Design gcu_dep_scoreboard, sky130hd; sources not shown.
Run 1, gate-type map:
Scale: 4 px per um.
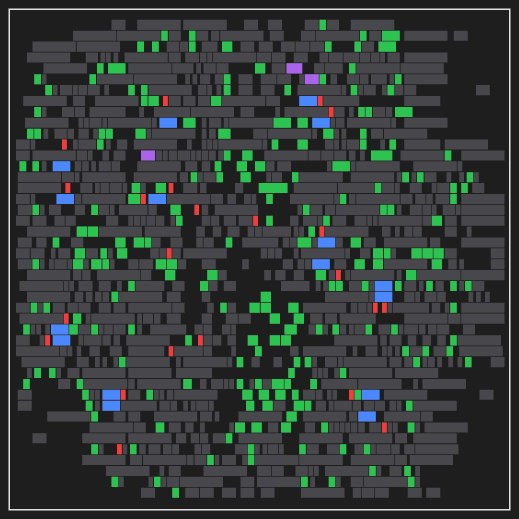
fa/ha/maj cells: in blue, cells 16. inv cells: in red, cells 22. aoi and oai cells: in green, cells 214, where spread over the die. mux cells: in purple, cells 3.
combinational fraction of the cell area: 46.20%
Top cell excl fill/tap: nand2_1
Non-Filler Instances: 1175

Run 1, the metal 2 layer:
Scale: 2 px per um.
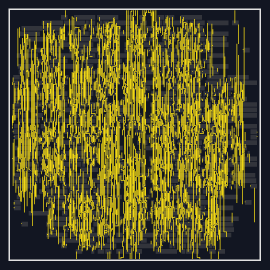
861 nets have wire on it. The layer carries 12800 um of wire.
M2 GR Usage: 57.27%
vias: 8164

Run 1, sequential cells coloured by netlist name:
Scale: 4 px per um. Other cells in grey.
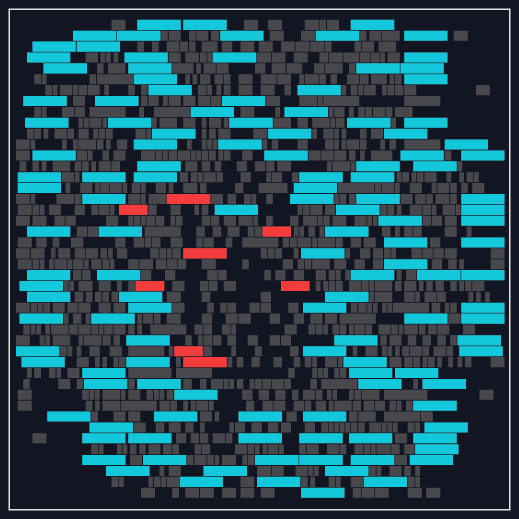
valid_q: in red, placed flops 8. cnt_q: in cyan, placed flops 128, where spread over the die.
Seq area share: 39.96%
Seq. pwr: 931 uW

==> deck_impl_summary.md, run 1 <==
Run Summary

Outcome
  – Status: finished with violations
  – Violated checks: DRC

Critical path
  – Worst-path cell chain: clkdlybuf4s50_1 -> nor2b_1 -> and4_1 -> and4_1 -> o21ai_0 -> a22oi_1 -> clkdlybuf4s50_1
  – Crit. End Element: primary output
  – CP delay by family, top: buffers and inverters
  – Crit path buffers/inverters: 2
  – Flop2flop setup slack: around 4.3 ns
  – Crit-path max cell delay: 1.19 ns
  – Stages on worst setup path: 7
  – CP max FO: 17

Placed design
  – Inst Count DP: roughly 1.1k
  – GP Congestion: 1.033

Clock network
  – CTS max path bufs: 2
  – Clock transition at the registers of the reported paths: approximately 0.050 ns
  – Root buf cell: clkbuf_16
  – H-tree levels: 4
  – CTS Hold Bufs: 0
  – CTS tree: done
  – Resized Gates After CTS: 0

Power
  – Leakage: 0.003318 uW
  – Pwr/cell area: roughly 190 nW/um^2
  – Worst VDD drop: 0.1528 mV

Timing
  – Fin. Hold Viols: 0
  – Slew headroom: approximately 30%
  – Achievable Freq: ~200 MHz
  – Period utilization: about two thirds
  – RSZ-0062 raised after global routing: no
  – Setup tns final: 0 ns
  – Skew final: 0.006467 ns

Detailed routing
  – First drt pass iteration count: 8
  – DRC viols: 3
  – Vias per cell: around 6.9
  – Initial DRC count: approximately 1.4k
  – Final wirelength: between 20000 and 30000 um

Global route
  – GR Util met3: roughly 6.9%
  – Met1 Use GR: around 51%
  – First-pass GRT wire length: around 44000 um
  – Pin count of the biggest net entering global routing: 32

Synthesis
  – Post-synth seq share: approximately 45%
  – Mean Syn Cell Area: between 9 and 10 um^2
  – Yosys stat chip area: ~9000 um^2
  – Dominant Register Cell: edfxtp_1
  – Max-area cell share: a little over two fifths
  – Top cells by area: edfxtp_1 (44%), xnor2_1 (5.9%), nand2_1 (5.7%), o21ai_0 (5.2%), xor2_1 (4.3%)
  – Net count after synthesis: a little over 1k
  – Synth top cell by count: nand2_1
  – Post-synth EDFFs: 131
  – Mapped Cells: 963

Min path
  – Depth of the worst hold-timing path: 2

Floorplan
  – Chip height: about 120 um
  – Total core area: between 10000 and 15000 um^2
  – Num ports: 54
  – Fp_density: a little over 60%

Cells and area
  – Net count, final: 1033
  – Total area of sequential cells: between 4000 and 5000 um^2
  – Fillers: about 1.1k
  – Synthesis-to-layout area growth: 11.65%

Flow run
  – Number of OpenROAD warnings: 38
run 1: final cells by class:
cell class              count  share of cell area [%]
clock inverters            11                   1.078
well taps                 184                   2.280
repair buffers             56                   5.379
inverters                  22                  0.8179
clock buffers              19                   4.288
multi-input cells         747                   46.20
flip-flops and latches    136                   39.96
run 1: layout by cell type (no fill, tap or decap), types with 7 or more instances in the layout:
master           count
nand2_1            138
edfxtp_1           131
o21ai_0             94
nor2_1              64
xnor2_1             61
clkdlybuf4s50_1     49
a22oi_1             46
xor2_1              44
a21oi_1             34
nand3_1             28
nor4_1              25
nor3_1              25
inv_1               22
clkbuf_16           17
ha_1                16
and3_1              13
or3_1               13
or4_1               11
o21ai_1             10
nand4_1              9
a221o_1              8
nor3b_1              8
o22ai_1              7
buf_4                7
run 1: where the power goes:
| group | internal [uW] | switching (uW) |
|---|---|---|
| clock | 483 | 315 |
| sequential | 878 | 52.7 |
| combinational | 71.5 | 127 |
| total | 1430 | 495 |
run 1: per-stage QoR:
stage          cell area, um^2  hold slack [ns]  total power, uW  worst slack, ns  utilization [%]
2_1_floorplan             9042           0.4306             1053            2.848                -
3_3_place_gp              9554           0.4689             1129            2.509            65.24
3_5_place_dp              9554           0.4697             1134            2.514            65.24
4_1_cts                  10100           0.4779             1920            2.506            68.94
5_1_grt                  10100           0.5158             1972            2.222            68.94
6_report                 10100           0.4845             1927            2.433            68.94
run 1: kinds of logic after synthesis:
kind of cell / count (synthesis)
DFF: 136
muxes: 3
and+or+nand+nor: 392
AOI/OAI and AO/OA: 231
buffers and inverters: 80
xor gates and xnor gates: 105
adders and majority gates: 16
run 1: worst reg2reg max path, stage by stage (launching register included):
cell and delay (ns):
edfxtp_1 0.54, or4_1 0.61, nand4b_1 0.26, nand4_1 0.55, nand3_1 0.72
run 1: metal layers:
metal / part of all wire, % / routed length, um / vias to the layer above
li1: - / - / 3609
met1: 37 / 10570 / 3852
met2: 44 / 12780 / 578
met3: 12 / 3588 / 125
met4: 6.4 / 1835 / 0
met5: 0 / 0 / -
==> run 2: changes to the inputs <==
Settings changed: CORE_UTILIZATION 60 to 55, PLACE_DENSITY 0.91 to 0.89.
Clock period 7.45 ns to 4.4 ns, I/O delays scaled along.
Run 2, the metal 2 layer:
Scale: 2 px per um.
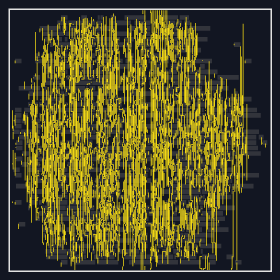
The layer carries 12700 um of wire. The wires run mostly vertical. 883 nets have wire on it. The longest straight run is 56.8 um.
final wirelength: 29220 um
M2 GR Usage: 52.50%
vias: 8281

Run 2, gate-type map:
Scale: 4 px per um.
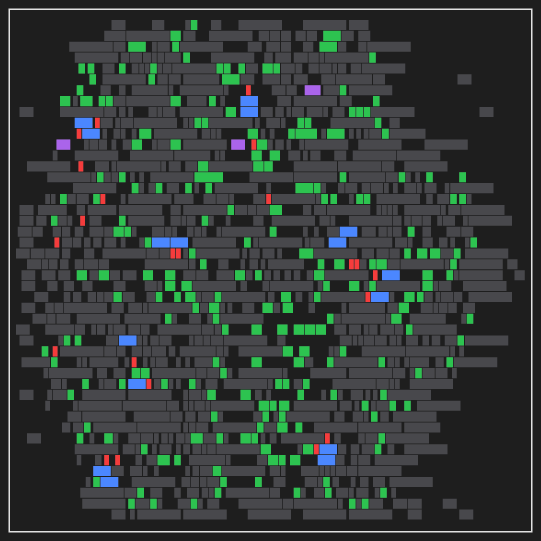
mux cells: in purple, cells 3. inv cells: in red, cells 22. aoi and oai cells: in green, cells 214. fa/ha/maj cells: in blue, cells 16.
combinational fraction of the cell area: 45.92%
Non-Filler Instances: 1212

==> deck_impl_summary.md, run 2 <==
Run Summary

Cells and area
  – Utilization after layout: 63.72% (-5.2 points)
  – Synthesis-to-layout area growth: 12.34%
  – Net count, final: 1036 (+0.29%)

Min path
  – Depth of the worst hold-timing path: 2 (unchanged)

Synthesis
  – Mapped Cells: 963 (unchanged)
  – Max-area cell share: 43.50% (unchanged)
  – Net count after synthesis: 1016 (unchanged)
  – Dominant Register Cell: edfxtp_1
  – Mean Syn Cell Area: 9.390 um^2 (unchanged)
  – Top cells by area: edfxtp_1 (44%), xnor2_1 (5.9%), nand2_1 (5.7%), o21ai_0 (5.2%), xor2_1 (4.3%)

Critical path
  – CP max FO: 17 (unchanged)
  – Crit. End Element: primary output
  – Flop2flop setup slack: 1.19 ns (-3.10 ns)

Floorplan
  – Total core area: 15940 um^2 (+8.9%)
  – Num ports: 54 (unchanged)
  – Fp_density: 56.72% (-5.0 points)
  – Chip height: 130.2 um (+4.4%)

Clock network
  – H-tree levels: 4 (unchanged)
  – Clock transition at the registers of the reported paths: 0.06 ns (about the same)
  – Resized Gates After CTS: 0 (unchanged)
  – CTS tree: done

Placed design
  – Inst Count DP: 1180 (+3.1%)
  – GP Congestion: 1.034 (about the same)

Detailed routing
  – Vias per cell: 6.833 (-1.7%)
  – Initial DRC count: 1488 (+6.8%)

Global route
  – Pin count of the biggest net entering global routing: 32 (unchanged)

Timing
  – Setup tns final: 0 ns (unchanged)
  – RSZ-0062 raised after global routing: no
  – Slew headroom: 31.50% (+1.8 points)
  – Skew final: 0.01100 ns (+0.004537 ns)
  – Fin. Hold Viols: 0 (unchanged)

Power
  – Leakage: 0.003391 uW (+2.2%)
  – Pwr/cell area: 329.7 nW/um^2 (+73%)
  – Worst VDD drop: 0.2866 mV (+88%)

Outcome
  – Status: complete, no violations
run 2: cell counts after synthesis:
No cell type changed its count.
run 2: cells by family after synthesis:
group / count (synthesis)
muxes: 3
and+or+nand+nor: 392
buffers and inverters: 80
AOI/OAI and AO/OA: 231
xor gates and xnor gates: 105
DFF: 136
adders and majority gates: 16
run 2: per-stage QoR:
stage          power, uW  worst slack, ns
5_1_grt             3415           0.6637
4_1_cts             3329           0.8935
6_report            3349           0.7870
3_5_place_dp        1918           0.8482
3_3_place_gp        1907           0.8409
2_1_floorplan       1782           0.4085
run 2: critical path, stage by stage:
cell and delay (ns):
clkdlybuf4s50_1 0.47, nor2b_1 0.38, and4_1 0.72, and4_1 0.37, o21ai_0 0.14, a22oi_1 0.28, buf_4 0.35
run 2: where the power goes:
part           switching, uW  internal (uW)  leakage [uW]
registers               88.7           1490       0.00141
clock network            552            887      0.000290
logic                    215            121       0.00169
total                    855           2490       0.00339
run 2: metal layers:
layer / vias to the layer above / part of all wire, % / global-route usage [%]
li1: 3608 / - / -
met1: 3917 / 37 / 46.91
met2: 611 / 44 / 52.50
met3: 143 / 13 / 8.610
met4: 2 / 6.5 / 22.30
met5: - / 0.051 / 0
run 2: final cells by class:
cell class	instances	area, um^2
Sequential cell	136	4034
Timing Repair Buffer	59	523.0
Clock buffer	23	488.0
Multi-Input combinational cell	747	4664
Inverter	22	82.58
Fill cell	1261	5784
Tap cell	216	270.3
Clock inverter	9	96.34
Power figures rest on the tool's default switching activity, not on a simulated workload.
